run_1/clocks.png
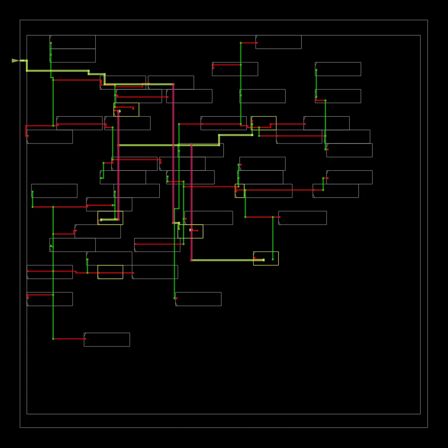
run_1/placement_by_type.png
Bar = 20 microns. Fill, decap, tap and diode cells in grey.
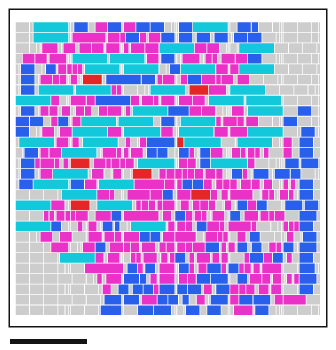
run_1/layer_met2.png
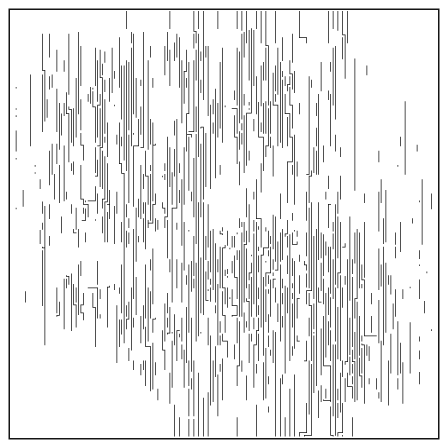
===== config.mk =====
export PLATFORM = sky130hd
export DESIGN_NAME = mc_control_fsm_flat
export DESIGN_NICKNAME = d
export VERILOG_FILES = /design/src/rtl/mc_control_fsm_pkg.sv /design/src/rtl/mc_control_fsm_if.sv /design/src/rtl/mc_control_fsm_mem_wait_timer.sv /design/src/rtl/mc_control_fsm.sv /design/src/flat_wrapper.sv
export SDC_FILE = /design/constraint.sdc
export NUM_CORES = 1
export LEC_CHECK = 0
export CORE_UTILIZATION = 45
export DETAILED_ROUTE_END_ITERATION = 8
export HOLD_SLACK_MARGIN = 0.1
export PLACE_DENSITY = 0.78
export RECOVER_POWER = 50
export SETUP_SLACK_MARGIN = 0.02
export SKIP_CTS_REPAIR_TIMING = 1
export SYNTH_ARGS = -nofsm -noshare
export SYNTH_HDL_FRONTEND = slang
export SYNTH_SLANG_ARGS = --single-unit

===== constraint.sdc =====
create_clock -name clk -period 2.8 [get_ports clk]
set_input_delay 0.7 -clock clk [delete_from_list [all_inputs] [get_ports clk]]
set_output_delay 0.7 -clock clk [all_outputs]
set_load 0.02 [all_outputs]

===== src/rtl/mc_control_fsm_pkg.sv =====
// ctrl_pkg: shared constants and types for the multi-cycle control unit.
// Holds opcode encodings, the FSM state enum, datapath mux encodings,
// ALU operation codes and exception causes.
package ctrl_pkg;

    localparam logic [5:0] OP_LW   = 6'b000011;
    localparam logic [5:0] OP_SW   = 6'b001011;
    localparam logic [5:0] OP_ADD  = 6'b100010;
    localparam logic [5:0] OP_ADDI = 6'b001000;
    localparam logic [5:0] OP_SUBI = 6'b111000;
    localparam logic [5:0] OP_BEQ  = 6'b110100;
    localparam logic [5:0] OP_BNE  = 6'b110101;
    localparam logic [5:0] OP_JUMP = 6'b010010;

    typedef enum logic [3:0] {
        IDLE   = 4'd0,
        FETCH  = 4'd1,
        DECODE = 4'd2,
        MEMADR = 4'd3,
        MEM_RD = 4'd4,
        MEM_WR = 4'd5,
        WB_MEM = 4'd6,
        EXEC_R = 4'd7,
        EXEC_I = 4'd8,
        WB_R   = 4'd9,
        WB_I   = 4'd10,
        BRANCH = 4'd11,
        JUMP   = 4'd12,
        EXC    = 4'd13
    } state_e;

    typedef enum logic [1:0] {
        SRCB_B      = 2'b00,
        SRCB_4      = 2'b01,
        SRCB_IMM    = 2'b10,
        SRCB_IMM_SH = 2'b11
    } alusrcb_e;

    typedef enum logic [1:0] {
        PC_ALU    = 2'b00,
        PC_ALUOUT = 2'b01,
        PC_JUMP   = 2'b10,
        PC_EXC    = 2'b11
    } pc_src_e;

    localparam int ALU_ADD = 2;
    localparam int ALU_SUB = 6;

    localparam logic [1:0] CAUSE_NONE    = 2'b00;
    localparam logic [1:0] CAUSE_ILLEGAL = 2'b01;
    localparam logic [1:0] CAUSE_TIMEOUT = 2'b10;

    // States that own a live memory request; stall never freezes these.
    function automatic logic is_mem_state(state_e s);
        return (s == FETCH) || (s == MEM_RD) || (s == MEM_WR);
    endfunction

endpackage


===== src/rtl/mc_control_fsm_if.sv =====
// Shared memory-port handshake between the control FSM and memory.
//   mem_req   : request held until mem_ready is seen
//   mem_we    : write enable for the current request
//   iord      : address select, 0=PC, 1=ALUOut
//   mem_ready : memory completes the current request
interface mc_control_fsm_if;
    logic mem_req;
    logic mem_we;
    logic iord;
    logic mem_ready;

    modport master (output mem_req, mem_we, iord, input mem_ready);
    modport slave  (input mem_req, mem_we, iord, output mem_ready);
endinterface


===== src/rtl/mc_control_fsm_mem_wait_timer.sv =====
// mem_wait_timer: counts cycles a memory request waits without mem_ready.
//   clr     : restart from zero (entry into a waiting state)
//   active  : a request is outstanding this cycle
//   ready   : memory completes this cycle
//   expired : the wait limit is hit this cycle with no completion
// MEM_TIMEOUT=0 disables expiry entirely.
module mem_wait_timer #(
    parameter int MEM_TIMEOUT = 16
) (
    input  logic clk,
    input  logic rst_n,
    input  logic clr,
    input  logic active,
    input  logic ready,
    output logic expired
);
    localparam int W = (MEM_TIMEOUT < 1) ? 1 : $clog2(MEM_TIMEOUT + 1);
    localparam logic [W-1:0] LAST = (MEM_TIMEOUT == 0) ? '0 : W'(MEM_TIMEOUT - 1);
    localparam logic ENABLED = (MEM_TIMEOUT != 0);

    logic [W-1:0] cnt;

    always_ff @(posedge clk or negedge rst_n) begin
        if (!rst_n)                        cnt <= '0;
        else if (clr)                      cnt <= '0;
        else if (ENABLED && active && !ready) cnt <= cnt + W'(1);
    end

    // A completion in the same cycle as the limit wins.
    assign expired = ENABLED && active && !ready && (cnt == LAST);
endmodule


===== src/rtl/mc_control_fsm.sv =====
// mc_control_fsm: multi-cycle MIPS-style control unit.
// Sequences fetch/decode/execute/memory/writeback over one shared memory
// port, raises illegal-opcode and bus-timeout exceptions, honours a stall
// request outside memory states and counts retired instructions.
//   clk, rst_n          : clock, asynchronous active-low reset
//   mem                 : memory handshake (master side)
//   opcode, funct       : from IR
//   alu_zero, stall     : ALU zero flag, freeze request
//   ir_write .. aluctl  : datapath enables and selects
//   exc_valid/exc_cause : one-cycle exception pulse and its cause
//   retired, state_o    : retired count, current state for debug
module mc_control_fsm
    import ctrl_pkg::*;
#(
    parameter int OPC_W       = 6,
    parameter int FUNCT_W     = 6,
    parameter int ALUCTL_W    = 4,
    parameter int MEM_TIMEOUT = 16,
    parameter int CNT_W       = 32
) (
    input  logic                clk,
    input  logic                rst_n,
    mc_control_fsm_if.master    mem,
    input  logic [OPC_W-1:0]    opcode,
    input  logic [FUNCT_W-1:0]  funct,
    input  logic                alu_zero,
    input  logic                stall,
    output logic                ir_write,
    output logic                pc_en,
    output logic                regwrite,
    output logic                regdst,
    output logic                memtoreg,
    output logic                alusrca,
    output logic [1:0]          alusrcb,
    output logic [1:0]          pc_src,
    output logic [ALUCTL_W-1:0] aluctl,
    output logic                exc_valid,
    output logic [1:0]          exc_cause,
    output logic [CNT_W-1:0]    retired,
    output logic [3:0]          state_o
);
    state_e     state_q, state_d;
    logic [1:0] cause_q, cause_d;
    logic       hold, expired, timer_clr, retire;
    logic       mem_req_c, mem_we_c, iord_c;
    logic       unused_funct;

    localparam logic [ALUCTL_W-1:0] ALU_ADD_C = ALUCTL_W'(ALU_ADD);
    localparam logic [ALUCTL_W-1:0] ALU_SUB_C = ALUCTL_W'(ALU_SUB);

    // Only the low ALUCTL_W funct bits select the ALU op.
    assign unused_funct = ^funct;

    assign hold = stall && !is_mem_state(state_q);

    mem_wait_timer #(.MEM_TIMEOUT(MEM_TIMEOUT)) u_timer (
        .clk     (clk),
        .rst_n   (rst_n),
        .clr     (timer_clr),
        .active  (is_mem_state(state_q)),
        .ready   (mem.mem_ready),
        .expired (expired)
    );

    always_ff @(posedge clk or negedge rst_n) begin
        if (!rst_n) begin
            state_q <= IDLE;
            cause_q <= CAUSE_NONE;
            retired <= '0;
        end else begin
            state_q <= state_d;
            cause_q <= cause_d;
            if (retire) retired <= retired + CNT_W'(1);
        end
    end

    always_comb begin
        state_d = state_q;
        cause_d = cause_q;
        case (state_q)
            IDLE:   state_d = FETCH;
            FETCH: begin
                if (mem.mem_ready) state_d = DECODE;
                else if (expired) begin
                    state_d = EXC;
                    cause_d = CAUSE_TIMEOUT;
                end
            end
            DECODE: begin
                case (opcode)
                    OPC_W'(OP_LW), OPC_W'(OP_SW):     state_d = MEMADR;
                    OPC_W'(OP_ADD):                   state_d = EXEC_R;
                    OPC_W'(OP_ADDI), OPC_W'(OP_SUBI): state_d = EXEC_I;
                    OPC_W'(OP_BEQ), OPC_W'(OP_BNE):   state_d = BRANCH;
                    OPC_W'(OP_JUMP):                  state_d = JUMP;
                    default: begin
                        state_d = EXC;
                        cause_d = CAUSE_ILLEGAL;
                    end
                endcase
            end
            MEMADR: state_d = (opcode == OPC_W'(OP_SW)) ? MEM_WR : MEM_RD;
            MEM_RD, MEM_WR: begin
                if (mem.mem_ready) state_d = (state_q == MEM_RD) ? WB_MEM : FETCH;
                else if (expired) begin
                    state_d = EXC;
                    cause_d = CAUSE_TIMEOUT;
                end
            end
            EXEC_R: state_d = WB_R;
            EXEC_I: state_d = WB_I;
            WB_MEM, WB_R, WB_I, BRANCH, JUMP, EXC: state_d = FETCH;
            default: state_d = IDLE;
        endcase
        if (hold) begin
            state_d = state_q;
            cause_d = cause_q;
        end
    end

    // Any completed instruction returns to FETCH; exceptions and the
    // power-up path do not count.
    assign retire = (state_d == FETCH) && (state_q != FETCH) &&
                    (state_q != IDLE) && (state_q != EXC);

    assign timer_clr = is_mem_state(state_d) && (state_d != state_q);

    always_comb begin
        mem_req_c = 1'b0;
        mem_we_c  = 1'b0;
        iord_c    = 1'b0;
        ir_write  = 1'b0;
        pc_en     = 1'b0;
        regwrite  = 1'b0;
        regdst    = 1'b0;
        memtoreg  = 1'b0;
        alusrca   = 1'b0;
        alusrcb   = SRCB_B;
        pc_src    = PC_ALU;
        aluctl    = '0;
        exc_valid = 1'b0;
        exc_cause = CAUSE_NONE;
        case (state_q)
            FETCH: begin
                mem_req_c = 1'b1;
                alusrcb   = SRCB_4;
                aluctl    = ALU_ADD_C;
                ir_write  = mem.mem_ready;
                pc_en     = mem.mem_ready;
            end
            DECODE: begin
                alusrcb = SRCB_IMM_SH;
                aluctl  = ALU_ADD_C;
            end
            MEMADR: begin
                alusrca = 1'b1;
                alusrcb = SRCB_IMM;
                aluctl  = ALU_ADD_C;
            end
            MEM_RD: begin
                mem_req_c = 1'b1;
                iord_c    = 1'b1;
            end
            MEM_WR: begin
                mem_req_c = 1'b1;
                mem_we_c  = 1'b1;
                iord_c    = 1'b1;
            end
            WB_MEM: begin
                regwrite = 1'b1;
                memtoreg = 1'b1;
            end
            EXEC_R, WB_R: begin
                alusrca  = 1'b1;
                aluctl   = funct[ALUCTL_W-1:0];
                regwrite = (state_q == WB_R);
                regdst   = (state_q == WB_R);
            end
            EXEC_I, WB_I: begin
                alusrca  = 1'b1;
                alusrcb  = SRCB_IMM;
                aluctl   = (opcode == OPC_W'(OP_SUBI)) ? ALU_SUB_C : ALU_ADD_C;
                regwrite = (state_q == WB_I);
            end
            BRANCH: begin
                alusrca = 1'b1;
                aluctl  = ALU_SUB_C;
                pc_src  = PC_ALUOUT;
                pc_en   = (opcode == OPC_W'(OP_BNE)) ? !alu_zero : alu_zero;
            end
            JUMP: begin
                pc_src = PC_JUMP;
                pc_en  = 1'b1;
            end
            EXC: begin
                pc_src    = PC_EXC;
                pc_en     = 1'b1;
                exc_valid = 1'b1;
                exc_cause = cause_q;
            end
            default: ;
        endcase
        if (hold) begin
            pc_en     = 1'b0;
            ir_write  = 1'b0;
            regwrite  = 1'b0;
            exc_valid = 1'b0;
        end
    end

    assign mem.mem_req = mem_req_c;
    assign mem.mem_we  = mem_we_c;
    assign mem.iord    = iord_c;
    assign state_o     = state_q;
endmodule


===== src/flat_wrapper.sv =====
// flat-port wrapper written by rule: the top's interface ports become plain ports
module mc_control_fsm_flat import ctrl_pkg::*;
#(
    parameter int OPC_W       = 6,
    parameter int FUNCT_W     = 6,
    parameter int ALUCTL_W    = 4,
    parameter int MEM_TIMEOUT = 16,
    parameter int CNT_W       = 32
)
  (clk, rst_n, opcode, funct, alu_zero, stall, ir_write, pc_en, regwrite, regdst, memtoreg, alusrca, alusrcb, pc_src, aluctl, exc_valid, exc_cause, retired, state_o, mem_mem_req, mem_mem_we, mem_iord, mem_mem_ready);
  mc_control_fsm_if mem_i ();
  input  logic clk;
  input  logic rst_n;
  input  logic [OPC_W-1:0] opcode;
  input  logic [FUNCT_W-1:0] funct;
  input  logic alu_zero;
  input  logic stall;
  output logic ir_write;
  output logic pc_en;
  output logic regwrite;
  output logic regdst;
  output logic memtoreg;
  output logic alusrca;
  output logic [1:0] alusrcb;
  output logic [1:0] pc_src;
  output logic [ALUCTL_W-1:0] aluctl;
  output logic exc_valid;
  output logic [1:0] exc_cause;
  output logic [CNT_W-1:0] retired;
  output logic [3:0] state_o;
  output wire logic [$bits(mem_i.mem_req)-1:0] mem_mem_req;
  output wire logic [$bits(mem_i.mem_we)-1:0] mem_mem_we;
  output wire logic [$bits(mem_i.iord)-1:0] mem_iord;
  input wire logic [$bits(mem_i.mem_ready)-1:0] mem_mem_ready;
  assign mem_mem_req = mem_i.mem_req;
  assign mem_mem_we = mem_i.mem_we;
  assign mem_iord = mem_i.iord;
  assign mem_i.mem_ready = mem_mem_ready;
  mc_control_fsm #(.OPC_W(OPC_W), .FUNCT_W(FUNCT_W), .ALUCTL_W(ALUCTL_W), .MEM_TIMEOUT(MEM_TIMEOUT), .CNT_W(CNT_W)) u_core (.clk(clk), .rst_n(rst_n), .mem(mem_i), .opcode(opcode), .funct(funct), .alu_zero(alu_zero), .stall(stall), .ir_write(ir_write), .pc_en(pc_en), .regwrite(regwrite), .regdst(regdst), .memtoreg(memtoreg), .alusrca(alusrca), .alusrcb(alusrcb), .pc_src(pc_src), .aluctl(aluctl), .exc_valid(exc_valid), .exc_cause(exc_cause), .retired(retired), .state_o(state_o));
endmodule

==> metrics.json, run 1 <==
{
  "status": {"value": "finished with violations"},
  "violated_checks": {"value": "negative setup slack"},
  "setup_crit_end": {"value": "pc_en"},
  "share_clk_of_total_power": {"value": 0.127},
  "ys_area": {"value": 2880, "unit": "sq um"},
  "grt_pass1_vias": {"value": 2565},
  "finalWirelength": {"value": 8270, "unit": "microns"},
  "crit-reg2reg-capture": {"value": "u_core.retired[25]$_DFFE_PN0P_"},
  "tritoncts": {"value": "done"},
  "syn-instance-count": {"value": 320},
  "cell_type_with_the_highest_aggregate_area_in_the_netlist": {"value": "sky130_fd_sc_hd__dfrtp_1"},
  "timing.hold.worst.class": {"value": "reg2reg"},
  "globalRoute.totalOverflow": {"value": 0},
  "grt_setup_unrepaired": {"value": "yes"},
  "mostFrequentLayoutCells": {"value": "41 x sky130_fd_sc_hd__buf_4, 39 x sky130_fd_sc_hd__dfrtp_1, 31 x sky130_fd_sc_hd__xor2_1"},
  "hold_path_end": {"value": "u_core.retired[31]$_DFFE_PN0P_"},
  "syn-num-nets": {"value": 340},
  "fraction_of_layout_cells_with_a_size_suffix_above_1": {"value": 0.274},
  "detail_route.vias_per_cell": {"value": 5.57},
  "dpl_hpwl": {"value": 5470, "unit": "microns"},
  "timing.final.ws_setup": {"value": -0.211, "unit": "ns"},
  "lay_top_count": {"value": "sky130_fd_sc_hd__buf_4"},
  "fp_util": {"value": 0.477},
  "die_h": {"value": 82.0, "unit": "microns"},
  "antenna_cells_inserted": {"value": 0},
  "achievable-frequency": {"value": 332, "unit": "MHz"},
  "finalSetupViolCount": {"value": 1},
  "setup.reg_to_reg.worst_slack": {"value": 0.09, "unit": "ns"},
  "period_needed": {"value": 3.01, "unit": "ns"},
  "cp.arrival": {"value": 2.31, "unit": "ns"},
  "wl_per_cell": {"value": 16.2, "unit": "microns"},
  "vias": {"value": 2837},
  "io_buffers": {"value": 70},
  "synth_top_flop_cell": {"value": "sky130_fd_sc_hd__dfrtp_1"},
  "synth_area_per_cell": {"value": 8.99, "unit": "sq um"},
  "power_per_cell_area": {"value": 752, "unit": "nW/um^2"},
  "critical_path.cell_chain": {"value": "buf_8 > nand2_4 > or3_4 > nor2_4 > nand2_2 > xor2_1 > or4b_4 > a21oi_4 > buf_6"},
  "final_core_util": {"value": 0.709},
  "chip_area": {"value": 6720, "unit": "sq um"},
  "fin_cells": {"value": 509},
  "synth_flops": {"value": 43},
  "pin_count": {"value": 73},
  "fin_worst_skew": {"value": 0.00659, "unit": "ns"},
  "initialDrtViolationCount": {"value": 307},
  "dp_cells": {"value": 490}
}
About clocks.png:
number of flip-flops and latches: 43
Insertion Delay late pin: 0.30 ns

About placement_by_type.png:
legend:
  combinational and other logic:
    colour: magenta
    cells: 264
  remaining buffers and delay cells:
    colour: blue
    cells: 120
  clock drivers and dummy loads:
    colour: red
    cells: 7
  sequential cells:
    colour: cyan
    cells: 43
num rows: 28
Floorplan Core Area: 6030 sq um
flip-flop and latch share of the layout cell area: 0.253

About layer_met2.png:
longest straight run: 32.5 microns
share of all routed wire: 49%
main direction: vertical
wire length on this layer: 4,040 microns
nets with wire on the layer: 402

## run 1: final cells by class
type / count / area, sq um
Fill cell: 449 / 1750
Multi-Input combinational cell: 254 / 1810
Clock buffer: 6 / 82.6
Inverter: 10 / 37.5
Sequential cell: 43 / 1080
Timing Repair Buffer: 120 / 1160
Clock inverter: 1 / 5.00
Tap cell: 75 / 93.8
## run 1: logic make-up (layout without fill, tap and decap cells)
kind of cell	Yosys count	after routing	synth area share
compound gates	48	48	0.123
xor+xnor	38	38	0.116
fa+ha+maj	3	3	0.0131
buf+inv	23	137	0.0361
flops	43	43	0.374
mux	5	5	0.0178
simple gates	160	160	0.320
## run 1: per-stage QoR
step	area, sq um	setup WS (ns)	hold WS (ns)	TNS [ns]
2_1_floorplan	2900	-0.00368	0.404	-0.00368
3_3_place_gp	3930	-1.06	0.458	-13.55
6_report	4270	-0.211	0.460	-0.211
4_1_cts	4010	-1.09	0.473	-6.17
5_1_grt	4270	-0.278	0.494	-0.771
3_5_place_dp	3930	-1.09	0.459	-15.16
## run 1: routing by layer
metal / track usage / part of all wire
met2: 0.373 / 0.49
met4: 0.0947 / 0.019
met5: 0 / 0
met3: 0.0400 / 0.055
met1: 0.326 / 0.44
## run 1: worst max-delay path, delay by kind of cell
| kind | cells | cell delay [ns] |
|---|---|---|
| buf+inv | 2 | 0.21 |
| xor+xnor | 1 | 0.14 |
| simple gates | 5 | 1.10 |
| compound gates | 1 | 0.16 |
## run 1: power by group through the flow
stage | sequential (uW) | clock [uW] | combinational [uW]
after floorplan | 850 | 0 | 1010
after global placement | 823 | 0 | 1720
after detailed placement | 829 | 0 | 1750
after CTS | 819 | 405 | 1760
after global routing | 832 | 432 | 2130
final | 822 | 407 | 1990
run_1/logic_types.png
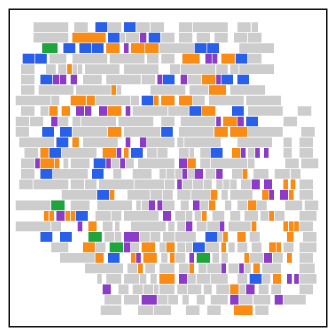

==> run 1 -> run 2 <==
clock period = 2.6 ns   (was 2.8 ns; I/O delays follow)
run_2/logic_types.png
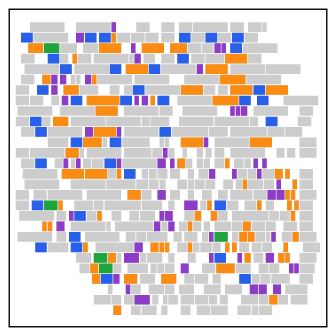
legend:
  nor cells:
    colour: orange
    cells: 73
    most_used: nor2_1
  mux cells:
    colour: green
    cells: 5
    most_used: mux2i_1
  nand cells:
    colour: purple
    cells: 58
    most_used: nand2_1
    where: all over the die
  xor and xnor cells:
    colour: blue
    cells: 38
    most_used: xor2_1
    where: all over the die

==> run 2 against run 1 <==
The run still ends with negative setup slack left. Die area stayed put. Synthesized cell count stayed put. Critical path depth stayed put. Worst setup slack worse by 0.097 ns. Largest power group unchanged. Register-to-register slack worse by 0.19 ns.
==> metrics.json, run 2 <==
{
  "tapcell.inserted": {"value": 75},
  "fin_cells": {"value": 521},
  "synth_top_flop_cell": {"value": "sky130_fd_sc_hd__dfrtp_1"},
  "status": {"value": "finished with violations"},
  "globalRoute.totalOverflow": {"value": 0},
  "die_h": {"value": 82.0, "unit": "microns"},
  "syn-num-nets": {"value": 340},
  "finalSetupViolCount": {"value": 16},
  "timing.final.ws_setup": {"value": -0.309, "unit": "ns"},
  "layout.nonclk_buf_frac": {"value": 0.280},
  "place_worst_setup_slack": {"value": -1.18, "unit": "ns"},
  "setup.reg_to_reg.worst_slack": {"value": -0.10, "unit": "ns"},
  "synthXorXnorAreaFrac": {"value": 0.116},
  "num-clock-buffers": {"value": 6},
  "violated_checks": {"value": "negative setup slack"},
  "compound_area_frac": {"value": 0.123},
  "crit-reg2reg-capture": {"value": "u_core.retired[3]$_DFFE_PN0P_"},
  "lay_top_count": {"value": "sky130_fd_sc_hd__buf_4"},
  "nFlopsAndLatches": {"value": 43},
  "p_seq": {"value": 872, "unit": "uW"},
  "flip_flop_and_latch_share_of_the_layout_cell_area": {"value": 0.239},
  "synth_simple_gate_area_share": {"value": 0.320},
  "setup_tns": {"value": -1.11, "unit": "ns"},
  "num-fill-cells": {"value": 417},
  "syn-instance-count": {"value": 320},
  "detail_route.vias_per_cell": {"value": 5.45},
  "antenna_cells_inserted": {"value": 0},
  "p_comb": {"value": 2310, "unit": "uW"},
  "critical_path.cell_chain": {"value": "buf_8 > nand2_4 > or3_4 > nor2_4 > nand2_2 > xor2_1 > or4b_4 > a21oi_4 > buf_6"}
}
run_2/layer_met2.png
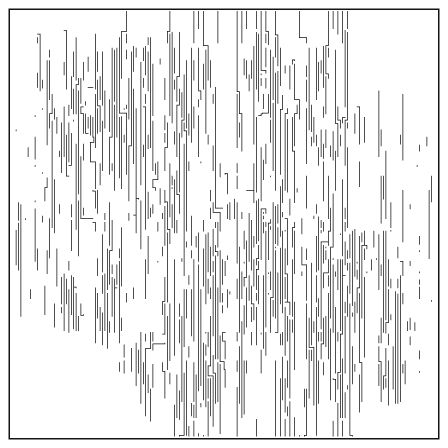
longest straight run: 25.2 microns
main direction: vertical
wire length on this layer: 4,160 microns

## run 2: worst reg2reg max path, cell delays in order, from the launching register on
cell and delay, ns:
sky130_fd_sc_hd__dfrtp_1 0.36, sky130_fd_sc_hd__ha_2 0.18, sky130_fd_sc_hd__and3_4 0.20, sky130_fd_sc_hd__ha_4 0.17, sky130_fd_sc_hd__nor2b_4 0.18, sky130_fd_sc_hd__o21ai_2 0.06
sky130_fd_sc_hd__a221o_1 0.35, sky130_fd_sc_hd__a21oi_1 0.30, sky130_fd_sc_hd__o211ai_4 0.21, sky130_fd_sc_hd__buf_12 0.21, sky130_fd_sc_hd__buf_8 0.13, sky130_fd_sc_hd__nor2b_4 0.12
sky130_fd_sc_hd__xor2_1 0.16
## run 2: per-layer routing
metal / part of all wire / routed length (microns)
met1: 0.44 / 3700
met2: 0.49 / 4160
met3: 0.057 / 482
met4: 0.0083 / 70
met5: 0 / 0
## run 2: cell families (layout without fill, tap and decap cells)
| logic type | after synthesis | in the layout |
|---|---|---|
| XOR/XNOR | 38 | 38 |
| multiplexers | 5 | 5 |
| flip-flops | 43 | 43 |
| buffers and inverters | 23 | 149 |
| adder cells (fa/ha/maj) | 3 | 3 |
| AND/OR/NAND/NOR | 160 | 160 |
| AND-OR/OR-AND | 48 | 48 |
## run 2: how the worst min path moves through the flow
stage	end	cells after the start
CTS	u_core.retired[23]$_DFFE_PN0P_	1
global placement	u_core.cause_q[1]$_DFFE_PN0P_	2
global route	u_core.retired[22]$_DFFE_PN0P_	1
floorplan	u_core.cause_q[0]$_DFFE_PN0P_	0
finish	u_core.retired[23]$_DFFE_PN0P_	1
detailed placement	u_core.cause_q[0]$_DFFE_PN0P_	2
run_2/placement_by_type.png
Bar = 20 microns. Fill, decap, tap and diode cells in grey.
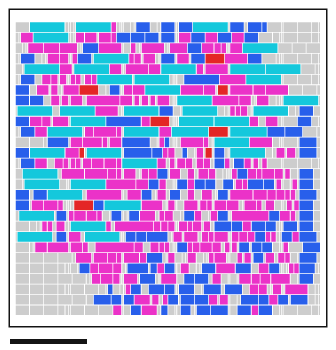

==> run 2 -> run 3 <==
GPL_ROUTABILITY_DRIVEN = 0   (was unset)
HOLD_SLACK_MARGIN = unset   (was 0.1)
PLACE_DENSITY = 0.77   (was 0.78)
run_3/placement_by_type.png
Bar = 20 microns. Fill, decap, tap and diode cells in grey.
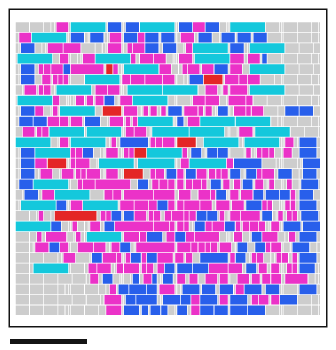
legend:
  combinational and other logic:
    colour: magenta
    cells: 264
  sequential cells:
    colour: cyan
    cells: 43
  remaining buffers and delay cells:
    colour: blue
    cells: 127
  clock drivers and dummy loads:
    colour: red
    cells: 8
Final Instance Area: 4370 sq um
flip-flop and latch share of the layout cell area: 0.247

==> run 3 against run 2 <==
The run still ends with negative setup slack left. First-iteration DRC count increased by 26%. Cell area fell by 3.5%. Clock-buffer cell count down 1. Die area did not move. Maximum frequency fell by 0.73%. Combinational power fell by 8%. Clock skew is 0.0058 ns lower. Critical path type unchanged.
==> metrics.json, run 3 <==
{
  "status": {"value": "finished with violations"},
  "violated_checks": {"value": "negative setup slack"},
  "mostFrequentLayoutCells": {"value": "46 x sky130_fd_sc_hd__buf_4, 40 x sky130_fd_sc_hd__dfrtp_1, 33 x sky130_fd_sc_hd__nor2_1"},
  "dpl_hpwl": {"value": 5520, "unit": "microns"},
  "topRoutingLayerUsed": {"value": "met4"},
  "gr-usage-met1": {"value": 0.311},
  "row_count": {"value": 28},
  "period_needed": {"value": 2.93, "unit": "ns"},
  "dp_cells": {"value": 500},
  "logic_area": {"value": 1830, "unit": "sq um"},
  "fin_worst_skew": {"value": 0.00588, "unit": "ns"},
  "setup.reg_to_reg.worst_slack": {"value": 0.10, "unit": "ns"},
  "tritoncts": {"value": "done"},
  "detail_route.vias_per_cell": {"value": 5.36},
  "grt.met2_usage": {"value": 0.354},
  "final_core_util": {"value": 0.724},
  "cp.arrival": {"value": 2.28, "unit": "ns"},
  "place_worst_setup_slack": {"value": -1.19, "unit": "ns"},
  "fin_cells": {"value": 517},
  "wl_met2": {"value": 3810, "unit": "microns"},
  "wl_per_cell": {"value": 14.9, "unit": "microns"},
  "lay_top_count": {"value": "sky130_fd_sc_hd__buf_4"},
  "sequential_cell_area": {"value": 1080, "unit": "sq um"},
  "grt_pass1_vias": {"value": 2508},
  "num-fill-cells": {"value": 460},
  "timing.final.ws_setup": {"value": -0.330, "unit": "ns"},
  "critical_path.cell_chain": {"value": "clkbuf_2 > or3_4 > nor2_4 > nand2_2 > xor2_1 > or4b_4 > a21oi_4 > buf_6"},
  "critPathTopFamily": {"value": "simple AND/OR/NAND/NOR gates"},
  "setup_crit_end": {"value": "pc_en"},
  "synth_flops": {"value": 43},
  "io_buffers": {"value": 70},
  "globalRoute.totalOverflow": {"value": 0},
  "m1WireLength": {"value": 3410, "unit": "microns"},
  "finalSetupViolCount": {"value": 1},
  "antenna_cells_inserted": {"value": 0},
  "syn-num-nets": {"value": 340},
  "synth_top_flop_cell": {"value": "sky130_fd_sc_hd__dfrtp_1"},
  "groute.layer.met3.usage": {"value": 0.0411},
  "syn-instance-count": {"value": 320},
  "fraction_of_layout_cells_with_a_size_suffix_above_1": {"value": 0.283},
  "clkLatencyLatePin": {"value": 0.30, "unit": "ns"},
  "crit-reg2reg-capture": {"value": "u_core.retired[15]$_DFFE_PN0P_"},
  "grt_setup_unrepaired": {"value": "yes"},
  "vias": {"value": 2770}
}
run_3/sizes.png
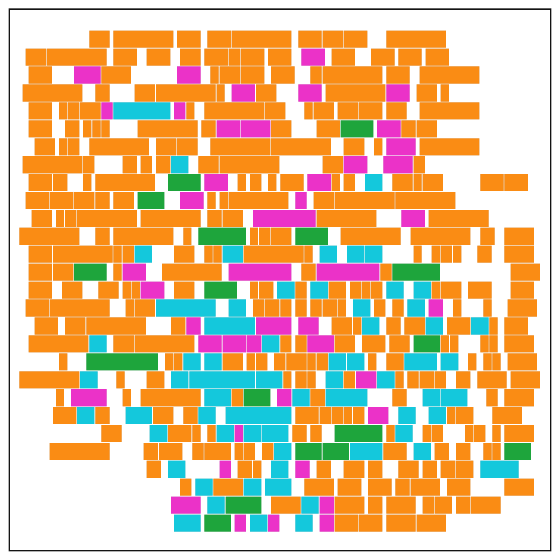
legend:
  _2 cells:
    colour: magenta
    cells: 44
    share: 10%
  _6 and larger:
    colour: green
    cells: 17
    share: 3.8%
  _3 and _4 cells:
    colour: cyan
    cells: 64
    share: 14%
  _0 and _1 cells:
    colour: orange
    cells: 317
    share: 72%
Non-clock buffers: 127
post-synthesis to final-layout area growth: 51.8%

[run 3: cell counts after synthesis]
No cell type changed its count.
[run 3: cell type report]
class / count / share of cell area
multi-input cells: 254 / 0.419
repair buffers: 127 / 0.278
flip-flops and latches: 43 / 0.247
well taps: 75 / 0.0215
clock buffers: 5 / 0.0158
clock inverters: 3 / 0.0100
inverters: 10 / 0.00860
[run 3: cells by family after synthesis]
family | Yosys count | share of synthesized area
simple gates | 160 | 0.320
xor+xnor | 38 | 0.116
buf+inv | 23 | 0.0361
fa+ha+maj | 3 | 0.0131
compound gates | 48 | 0.123
mux | 5 | 0.0178
flops | 43 | 0.374
[run 3: power breakdown]
group / internal [uW] / switching (uW) / total [uW] / leakage [uW]
registers: 755 / 110 / 865 / 0.000569
clock network: 286 / 241 / 527 / 0.0000581
logic: 1000 / 1130 / 2130 / 0.00170
[run 3: through the flow]
stage                     total power, uW  TNS [ns]  hold WS (ns)  cell area [sq um]
after floorplan                      2000    -0.104         0.354               2900
after global placement               2860    -16.98         0.458               4010
after detailed placement             2890    -19.00         0.458               4010
after CTS                            3430     -9.75         0.206               4130
after global routing                 3760     -1.34         0.366               4370
final                                3520    -0.330         0.325               4370
[run 3: worst min path at each step]
stage	from	cells past startpoint	end	slack, ns
finish	rst_n	1	u_core.retired[27]$_DFFE_PN0P_	0.33
global placement	u_core.cause_q[1]$_DFFE_PN0P_	2	u_core.cause_q[1]$_DFFE_PN0P_	0.46
detailed placement	u_core.cause_q[1]$_DFFE_PN0P_	2	u_core.cause_q[1]$_DFFE_PN0P_	0.46
CTS	rst_n	1	u_core.retired[31]$_DFFE_PN0P_	0.21
floorplan	rst_n	0	u_core.cause_q[0]$_DFFE_PN0P_	0.35
global route	rst_n	1	u_core.retired[28]$_DFFE_PN0P_	0.37
Power is estimated from default activity; no workload was simulated.
